--- config.mk ---
export PLATFORM = sky130hd
export DESIGN_NAME = cnn_bram_sdp
export DESIGN_NICKNAME = d
export VERILOG_FILES = /design/src/rtl/cnn_bram_sdp.sv
export SDC_FILE = /design/constraint.sdc
export NUM_CORES = 1
export LEC_CHECK = 0
export ABC_AREA = 1
export CAP_MARGIN = 40
export CORE_MARGIN = 3
export CORE_UTILIZATION = 48
export DETAILED_ROUTE_END_ITERATION = 8
export PLACE_DENSITY = 0.74
export SETUP_SLACK_MARGIN = 0.2
export SYNTH_ARGS = -nofsm -noshare
export SYNTH_HDL_FRONTEND = slang
export SYNTH_HIERARCHICAL = 1
export SYNTH_SLANG_ARGS = --single-unit
--- constraint.sdc ---
create_clock -name clk -period 3.96 [get_ports clk]
set_input_delay 0.99 -clock clk [delete_from_list [all_inputs] [get_ports clk]]
set_output_delay 0.99 -clock clk [all_outputs]
set_load 0.05 [all_outputs]
--- src/rtl/cnn_bram_sdp.sv ---
// Simple-dual-port RAM: per-lane write enables, RD_LAT 1/2, and a zeroing pass after reset.
// Optional macro CNN_BRAM_WR_FWD_EN: same-address read/write returns the new data per lane.

module cnn_bram_sdp_lane #(
  parameter int LW     = 8,
  parameter int ADDR_W = 4
) (
  input  logic              clk,
  input  logic              rst,
  input  logic              we,
  input  logic [ADDR_W-1:0] waddr,
  input  logic [LW-1:0]     wdata,
  input  logic              re,
  input  logic [ADDR_W-1:0] raddr,
  output logic [LW-1:0]     rdata
);
  logic [LW-1:0] mem [2**ADDR_W];

  always_ff @(posedge clk)
    if (we) mem[waddr] <= wdata;

  // rdata only loads on an accepted read, so it doubles as the held doutb at RD_LAT=1
  always_ff @(posedge clk or posedge rst)
    if (rst) rdata <= '0;
    else if (re) begin
`ifdef CNN_BRAM_WR_FWD_EN
      if (we && waddr == raddr) rdata <= wdata;
      else                      rdata <= mem[raddr];
`else
      rdata <= mem[raddr];
`endif
    end
endmodule

module cnn_bram_sdp #(
  parameter int DATA_W = 16,
  parameter int ADDR_W = 4,
  parameter int LANES  = 2,
  parameter int RD_LAT = 1
) (
  input  logic              clk,
  input  logic              rst,
  input  logic              ena,
  input  logic [LANES-1:0]  wea,
  input  logic [ADDR_W-1:0] addra,
  input  logic [DATA_W-1:0] dina,
  input  logic              enb,
  input  logic [ADDR_W-1:0] addrb,
  output logic [DATA_W-1:0] doutb,
  output logic              doutb_vld,
  output logic              busy
);
  localparam int LW = DATA_W / LANES;

  typedef enum logic {CLEAR, READY} state_t;

  state_t                        state;
  logic [ADDR_W-1:0]             clr_cnt;
  logic                          clearing, rd_acc, wr_acc;
  logic [ADDR_W-1:0]             waddr;
  logic [LANES-1:0][LW-1:0]      dina_l, rdata_l;
  logic [RD_LAT:1]               vld_pipe;

  always_ff @(posedge clk or posedge rst)
    if (rst) begin
      state   <= CLEAR;
      clr_cnt <= '0;
      busy    <= 1'b1;
    end else if (state == CLEAR) begin
      if (clr_cnt == '1) begin
        state <= READY;
        busy  <= 1'b0;
      end else begin
        clr_cnt <= clr_cnt + 1'b1;
      end
    end

  assign clearing = (state == CLEAR);
  assign rd_acc   = !clearing && enb;
  assign wr_acc   = !clearing && ena;
  assign waddr    = clearing ? clr_cnt : addra;
  assign dina_l   = dina;

  for (genvar i = 0; i < LANES; i++) begin : g_lane
    cnn_bram_sdp_lane #(.LW(LW), .ADDR_W(ADDR_W)) u_lane (
      .clk   (clk),
      .rst   (rst),
      .we    (clearing | (wr_acc & wea[i])),
      .waddr (waddr),
      .wdata (clearing ? '0 : dina_l[i]),
      .re    (rd_acc),
      .raddr (addrb),
      .rdata (rdata_l[i])
    );
  end

  always_ff @(posedge clk or posedge rst)
    if (rst) vld_pipe <= '0;
    else begin
      vld_pipe[1] <= rd_acc;
      for (int i = 2; i <= RD_LAT; i++) vld_pipe[i] <= vld_pipe[i-1];
    end

  assign doutb_vld = vld_pipe[RD_LAT];

  if (RD_LAT == 2) begin : g_oreg
    logic [DATA_W-1:0] doutb_q;
    always_ff @(posedge clk or posedge rst)
      if (rst)              doutb_q <= '0;
      else if (vld_pipe[1]) doutb_q <= rdata_l;
    assign doutb = doutb_q;
  end else begin : g_noreg
    assign doutb = rdata_l;
  end
endmodule

==> results_slide.txt, run 1 <==
Key Metrics from the Run

Floorplanning
  – # IOs: 48
  – N_taps: 319

Yosys
  – Adder Area Share: 0.00107
  – Post-synthesis sequential area ratio: 0.705
  – Xor/xnor share: 0.00139
  – Most frequent cell after synthesis: nand2_1
  – Count of library flops with an enable pin: 256
  – Cell variety after synth: 21
  – Synth area leader: edfxtp_1
  – Synth Flop Type: edfxtp_1
  – Syn_area_per_cell: 11.2 sq um
  – Yosys cell count: 1,045

Route
  – Metal-1 WL: 11,300 microns
  – Initial DRC count: 941
  – Routed WL: 26,600 microns
  – # DRC: 0
  – Post-DR vias/cell: 5.45

Pwr
  – Combinational share of power: 0.082
  – Reg power frac: 0.528

Global route
  – Routing usage on met3: 0.0400
  – M1 GR Usage: 0.306

Status
  – Outcome: finished, final reports clean

Placed design
  – Final GP Congestion: 0.831
  – Placed cell count: 1,371
  – Detailed placement HPWL: 17,000 microns

Clock network
  – CTS tree: done
  – Clk Tree Root Cell: clkbuf_16
  – Clk buf depth: 3
  – Total clock sinks: 279

Critical path
  – CP Buf/Inv Count: 1
  – Worst setup path end: busy
  – Critical-path cell list: clkdlybuf4s50_1
  – WP depth: 1
  – CP max-delay cell: clkdlybuf4s50_1
  – RR Startpoint: state$_DFF_PP0_
  – Crit Path Max Fanout: 2
  – CP delay by family, top: buffers and inverters
  – FF-to-FF End: g_lane[0].u_lane/mem[2][7]$_DFFE_PP_

Final timing
  – Total negative setup slack: 0 ps
  – Final Setup Violations: 0
  – Period utilisation layout: 0.722
  – Fmax: 350 MHz
  – RSZ-0062 raised after global routing: no
  – Measured slew at the worst slew-check pin: 744 ps

Finish
  – Clk tree area frac: 0.0631
  – Seq. cell area: 8260 sq um
  – Top cell excl fill/tap: nand2_1
  – ANT cells: 0
  – Area Overhead vs Synth: 11.6%
  – Non-clock buffer share: 0.0454
  – Gate Area: 2840 sq um

Hold path
  – Hold Path Sink: busy$_DFFE_PP1P_
run_1/pdn.png
Bar = 50 microns. Pins as bars on the die edge. Tap cells in grey.
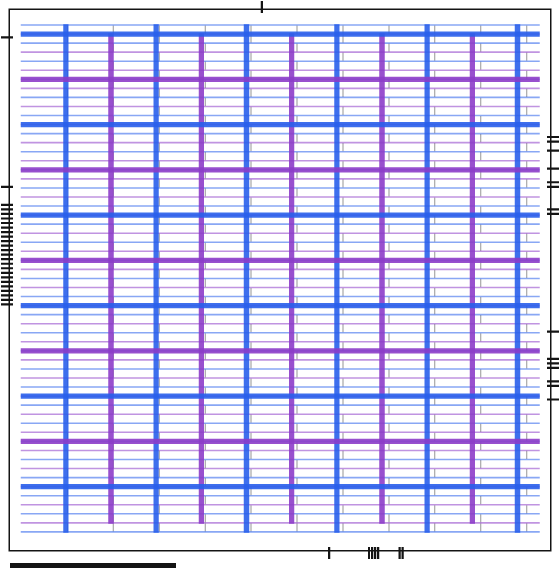
- blue: VSS
- purple: VDD
- met5 straps: 11
- signal pins: 48
Die X: 162 microns
die height: 162 microns
worst vdd ir: 0.272 mV
Core ar.: 23,800 sq um

run_1/cell_classes.png
Bar = 50 microns.
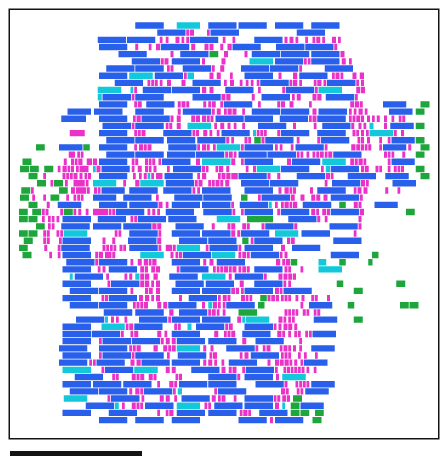
- blue: flip-flops (cells 279; share of their area 65%)
- magenta: all other logic (cells 713; share of their area 24%)
- cyan: clock drivers and dummy loads (cells 48; share of their area 6.5%)
- green: other buffers and delay cells (cells 60; share of their area 4.7%)
fin util: 0.551
row cnt: 56

run_1/clock_map.png
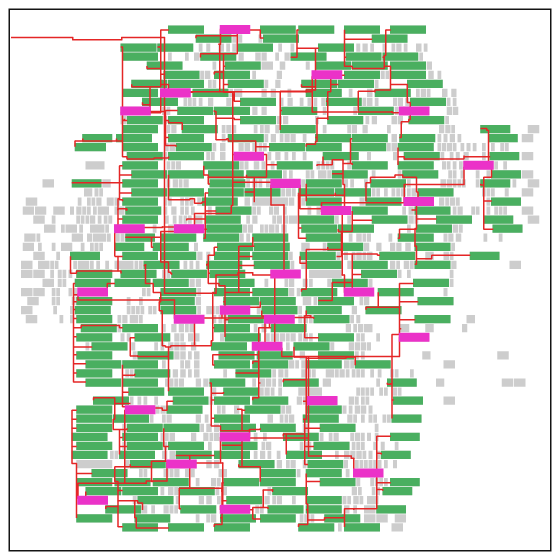
- magenta: cells driving clock nets (count 27)
- green: flip-flops (count 279)
- red: clock wires (length 2,860 microns)
- routed clock nets: 28
clk pwr: 2.41 mW
worst clock skew: 7.68 ps
Skew-Pair Late Insertion Delay: 520 ps

run_1/final_congestion.png
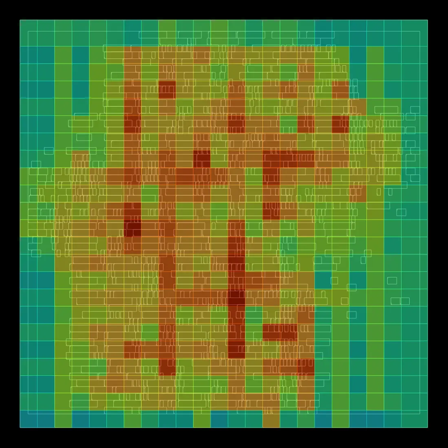

==> run 2: changes to the inputs <==
--- a/config.mk
+++ b/config.mk
@@ -10,7 +10,7 @@
 export CORE_MARGIN = 3
 export CORE_UTILIZATION = 48
 export DETAILED_ROUTE_END_ITERATION = 8
-export PLACE_DENSITY = 0.74
+export PLACE_DENSITY = 0.77
 export SETUP_SLACK_MARGIN = 0.2
 export SYNTH_ARGS = -nofsm -noshare
 export SYNTH_HDL_FRONTEND = slang
==> constraint.sdc (replaced) <==
create_clock -name clk -period 2.54 [get_ports clk]
set_input_delay 0.635 -clock clk [delete_from_list [all_inputs] [get_ports clk]]
set_output_delay 0.635 -clock clk [all_outputs]
set_load 0.05 [all_outputs]
run_2/final_congestion.png
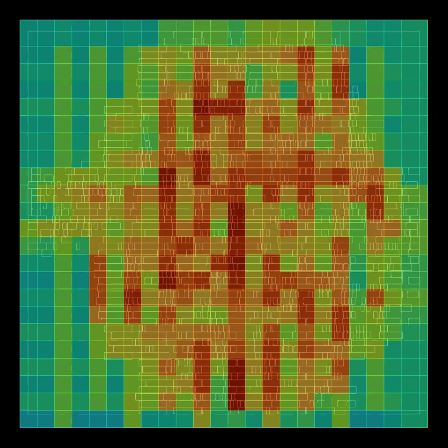
Tot GR Track Use: 0.207
M1 GR Usage: 0.300
fin util: 0.569

==> run 2 against run 1 <==
First-iteration DRC count rose by 4.9%. Via count rose by 2.4%. Synthesized area did not move. Largest power group unchanged. Non-clock buffer count rose by 34. Total power rose by 63%. Global-route usage rose by 0.49 points. Critical path type is now flip-flop to flip-flop.
==> results_slide.txt, run 2 <==
Key Metrics from the Run

Route
  – Post-DR vias/cell: 5.45 (about the same)
  – Routed len/inst: 18.9 microns
  – Initial DRC count: 987 (+4.9%)
  – Routed WL: 27,500 microns (+3.4%)
  – Via count: 7,923
  – # DRC: 0 (unchanged)
  – Metal-1 WL: 11,500 microns (+1.6%)

Yosys
  – Count of library flops with an enable pin: 256 (unchanged)
  – Synth area leader: edfxtp_1
  – Top cell area share: 0.656
  – Yosys cell count: 1,045 (unchanged)
  – Cell variety after synth: 21 (unchanged)
  – Syn_area_per_cell: 11.2 sq um (unchanged)
  – Most frequent cell after synthesis: nand2_1
  – Synth Flop Type: edfxtp_1
  – Xor/xnor share: 0.00139 (unchanged)
  – Post-synthesis sequential area ratio: 0.705 (unchanged)
  – Adder Area Share: 0.00107 (unchanged)

Critical path
  – CP Buf/Inv Count: 1 (unchanged)
  – Crit path capture type: flip-flop
  – WP depth: 4 (+3)
  – CP max-delay cell: nor2_1
  – CP delay by family, top: simple AND/OR/NAND/NOR gates
  – Crit Path Max Fanout: 20 (+18)
  – Worst setup path end: g_lane[1].u_lane/mem[5][7]$_DFFE_PP_
  – FF-to-FF End: g_lane[1].u_lane/mem[5][7]$_DFFE_PP_
  – RR Startpoint: state$_DFF_PP0_
  – Critical-path cell list: buf_12 -> o21ai_1 -> nand2_1 -> nor2_1

Finish
  – Gate Area: 2850 sq um (+0.62%)
  – Seq. cell area: 8260 sq um (unchanged)
  – Top cell excl fill/tap: nand2_1
  – Area Overhead vs Synth: 15.3%
  – ANT cells: 0 (unchanged)
  – Biggest register: g_lane.u_lane/mem
  – Non-clock buffer share: 0.0661 (+0.0208)

Final timing
  – Final Setup Violations: 0 (unchanged)
  – RSZ-0062 raised after global routing: yes
  – Fmax: 420 MHz
  – Period utilisation layout: 0.937
  – Measured slew at the worst slew-check pin: 724 ps (-19.7 ps)
  – Worst clock skew: 11.9 ps (+4.18 ps)
  – Total negative setup slack: 0 ps (unchanged)

Placed design
  – Final GP Congestion: 0.863 (+3.9%)
  – Placed cell count: 1,405 (+2.5%)
  – Detailed placement HPWL: 17,200 microns (+1.5%)

Clock network
  – Postcts setup bufs: 0
  – Total clock sinks: 279 (unchanged)
  – H-tree Lvls: 1
  – Clk Tree Root Cell: clkbuf_16
  – Skew-Pair Late Insertion Delay: 520 ps (about the same)
  – Clock transition at path regs: 60 ps
  – CTS tree: done
  – Clk buf depth: 3 (unchanged)

Hold path
  – Worst hold path class: input port to async pin

Status
  – Outcome: finished, final reports clean

Floorplanning
  – Die height: 162 microns (unchanged)
  – Row cnt: 56 (unchanged)
  – N_taps: 319 (unchanged)
  – Die X: 162 microns (unchanged)
  – # IOs: 48 (unchanged)
  – Core ar.: 23,800 sq um (unchanged)

Pwr
  – Clk pwr: 4.18 mW (+73%)
  – Internal power: 7.85 mW
  – Worst vdd ir: 0.361 mV (+33%)
  – Combinational share of power: 0.082 (about the same)
  – Switching fraction of total power: 0.221
  – P_sw: 2.23 mW
  – P_leak: 5.47 nW

Job
  – OpenROAD warnings: 27

Global route
  – Routing usage on met3: 0.0469 (+0.00689)
run_2/cell_classes.png
Bar = 50 microns.
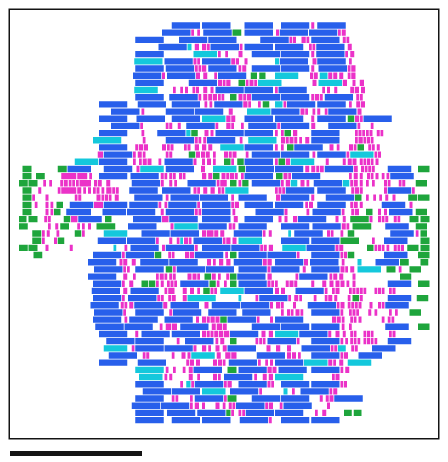
- cyan: clock drivers and dummy loads (cells 48; share of their area 7.2%)
- green: other buffers and delay cells (cells 94; share of their area 6.8%)
- blue: flip-flops (cells 279; share of their area 63%)
- magenta: all other logic (cells 713; share of their area 23%)

run_2/pdn.png
Bar = 50 microns. Pins as bars on the die edge. Tap cells in grey.
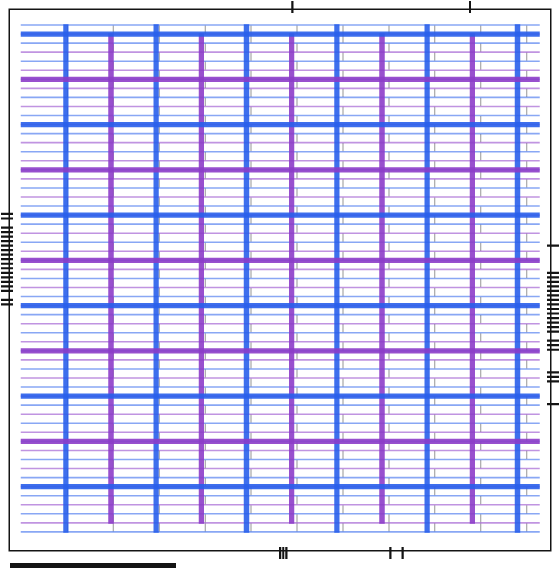

==> run 3: changes to the inputs <==
--- a/config.mk
+++ b/config.mk
@@ -7,10 +7,11 @@
 export LEC_CHECK = 0
 export ABC_AREA = 1
 export CAP_MARGIN = 40
-export CORE_MARGIN = 3
+export CORE_MARGIN = 1
 export CORE_UTILIZATION = 48
 export DETAILED_ROUTE_END_ITERATION = 8
-export PLACE_DENSITY = 0.77
+export DONT_BUFFER_PORTS = 1
+export PLACE_DENSITY = 0.74
 export SETUP_SLACK_MARGIN = 0.2
 export SYNTH_ARGS = -nofsm -noshare
 export SYNTH_HDL_FRONTEND = slang
run_3/pdn.png
Bar = 50 microns. Pins as bars on the die edge. Tap cells in grey.
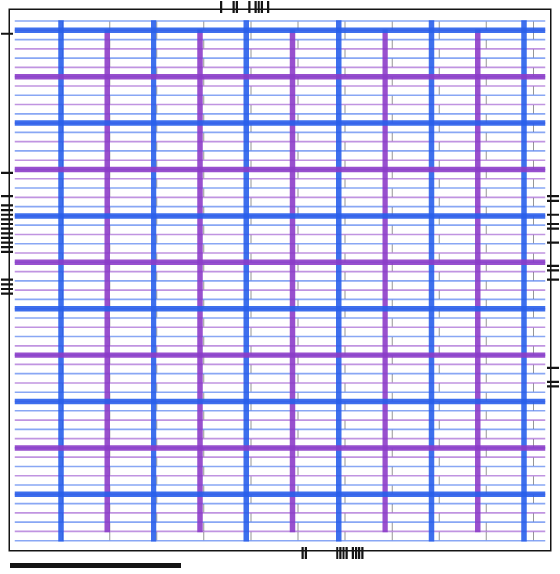
- blue: VSS
- purple: VDD
- signal pins: 48
- tap cells: 319
- met4 straps: 11
- rows: 56
- met1 rails: 57

==> run 3 against run 2 <==
Critical path depth did not move. Non-clock buffer count is 54 lower. Cell area down 4.3%. Total power shrank 1.5%. Register-to-register slack improved by 290 ps. Critical path type unchanged. Largest cell class unchanged. Highest routed layer unchanged.
==> results_slide.txt, run 3 <==
Key Metrics from the Run

Finish
  – Non-clock buffer share: 0.0253 (-0.0408)
  – Gate Area: 2840 sq um (-0.61%)
  – Biggest register: g_lane.u_lane/mem
  – Fin util: 0.546 (-0.0226)
  – Seq. cell area: 8260 sq um (unchanged)
  – Area Overhead vs Synth: 10.4%

Placed design
  – Placed cell count: 1,350 (-3.9%)

Critical path
  – CP Buf/Inv Count: 0 (-1)
  – Crit Path Max Fanout: 9 (-55%)
  – FF-to-FF End: g_lane[0].u_lane/mem[15][3]$_DFFE_PP_
  – CP max-delay cell: dfrtp_1
  – RR Startpoint: state$_DFF_PP0_
  – WP depth: 4 (unchanged)

Clock network
  – Clk Tree Root Cell: clkbuf_16
  – Clk buf depth: 3 (unchanged)
  – H-tree Lvls: 1 (unchanged)
  – Clock transition at path regs: 60 ps (about the same)

Route
  – Post-DR vias/cell: 5.45 (about the same)
  – Via count: 7,641 (-3.6%)
  – # DRC: 0 (unchanged)
  – Initial DRC count: 827 (-16%)

Yosys
  – Xor/xnor share: 0.00139 (unchanged)
  – Synth area leader: edfxtp_1
  – Adder Area Share: 0.00107 (unchanged)
  – Cell variety after synth: 21 (unchanged)
  – Syn_area_per_cell: 11.2 sq um (unchanged)
  – Top cell area share: 0.656 (unchanged)
  – Post-synthesis sequential area ratio: 0.705 (unchanged)

Floorplanning
  – Core ar.: 23,700 sq um (-0.30%)
  – Die height: 158 microns (-2.5%)
  – N_taps: 319 (unchanged)
  – Row cnt: 56 (unchanged)
  – Die X: 158 microns (-2.5%)

Final timing
  – Fmax: 479 MHz (+14%)
  – Period utilisation layout: 0.822 (-0.115)
  – Measured slew at the worst slew-check pin: 679 ps (-44.8 ps)
  – Final Setup Violations: 0 (unchanged)

Job
  – OpenROAD warnings: 28 (+3.7%)

Global route
  – Tot GR Track Use: 0.213 (+0.00606)
  – M1 GR Usage: 0.297 (-0.00281)
  – Routing usage on met3: 0.0327 (-0.0143)

Pwr
  – Worst vdd ir: 0.502 mV (+39%)
  – Internal power: 7.74 mW (-1.3%)
  – Combinational share of power: 0.050 (-0.032)

Status
  – Outcome: finished, final reports clean

Hold path
  – Worst hold path class: input port to flip-flop
run_3/clock_map.png
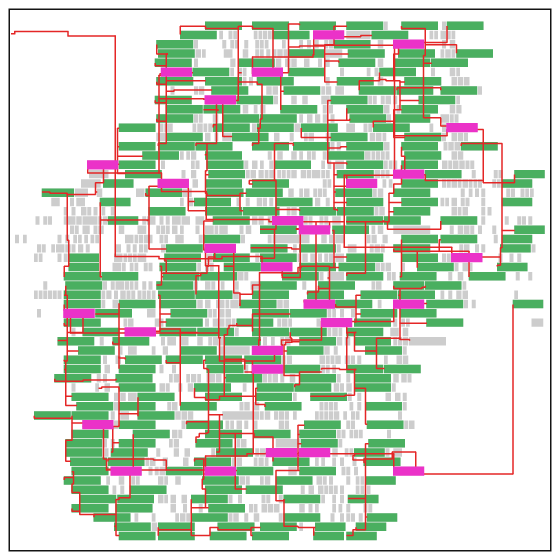
- green: flip-flops (count 279)
- red: clock wires (length 3,110 microns)
- magenta: cells driving clock nets (count 28)
- routed clock nets: 29
clk pwr: 4.23 mW
Skew-Pair Late Insertion Delay: 540 ps
clock power share: 0.427
worst clock skew: 15.8 ps

Power figures rest on the tool's default switching activity, not on a simulated workload.
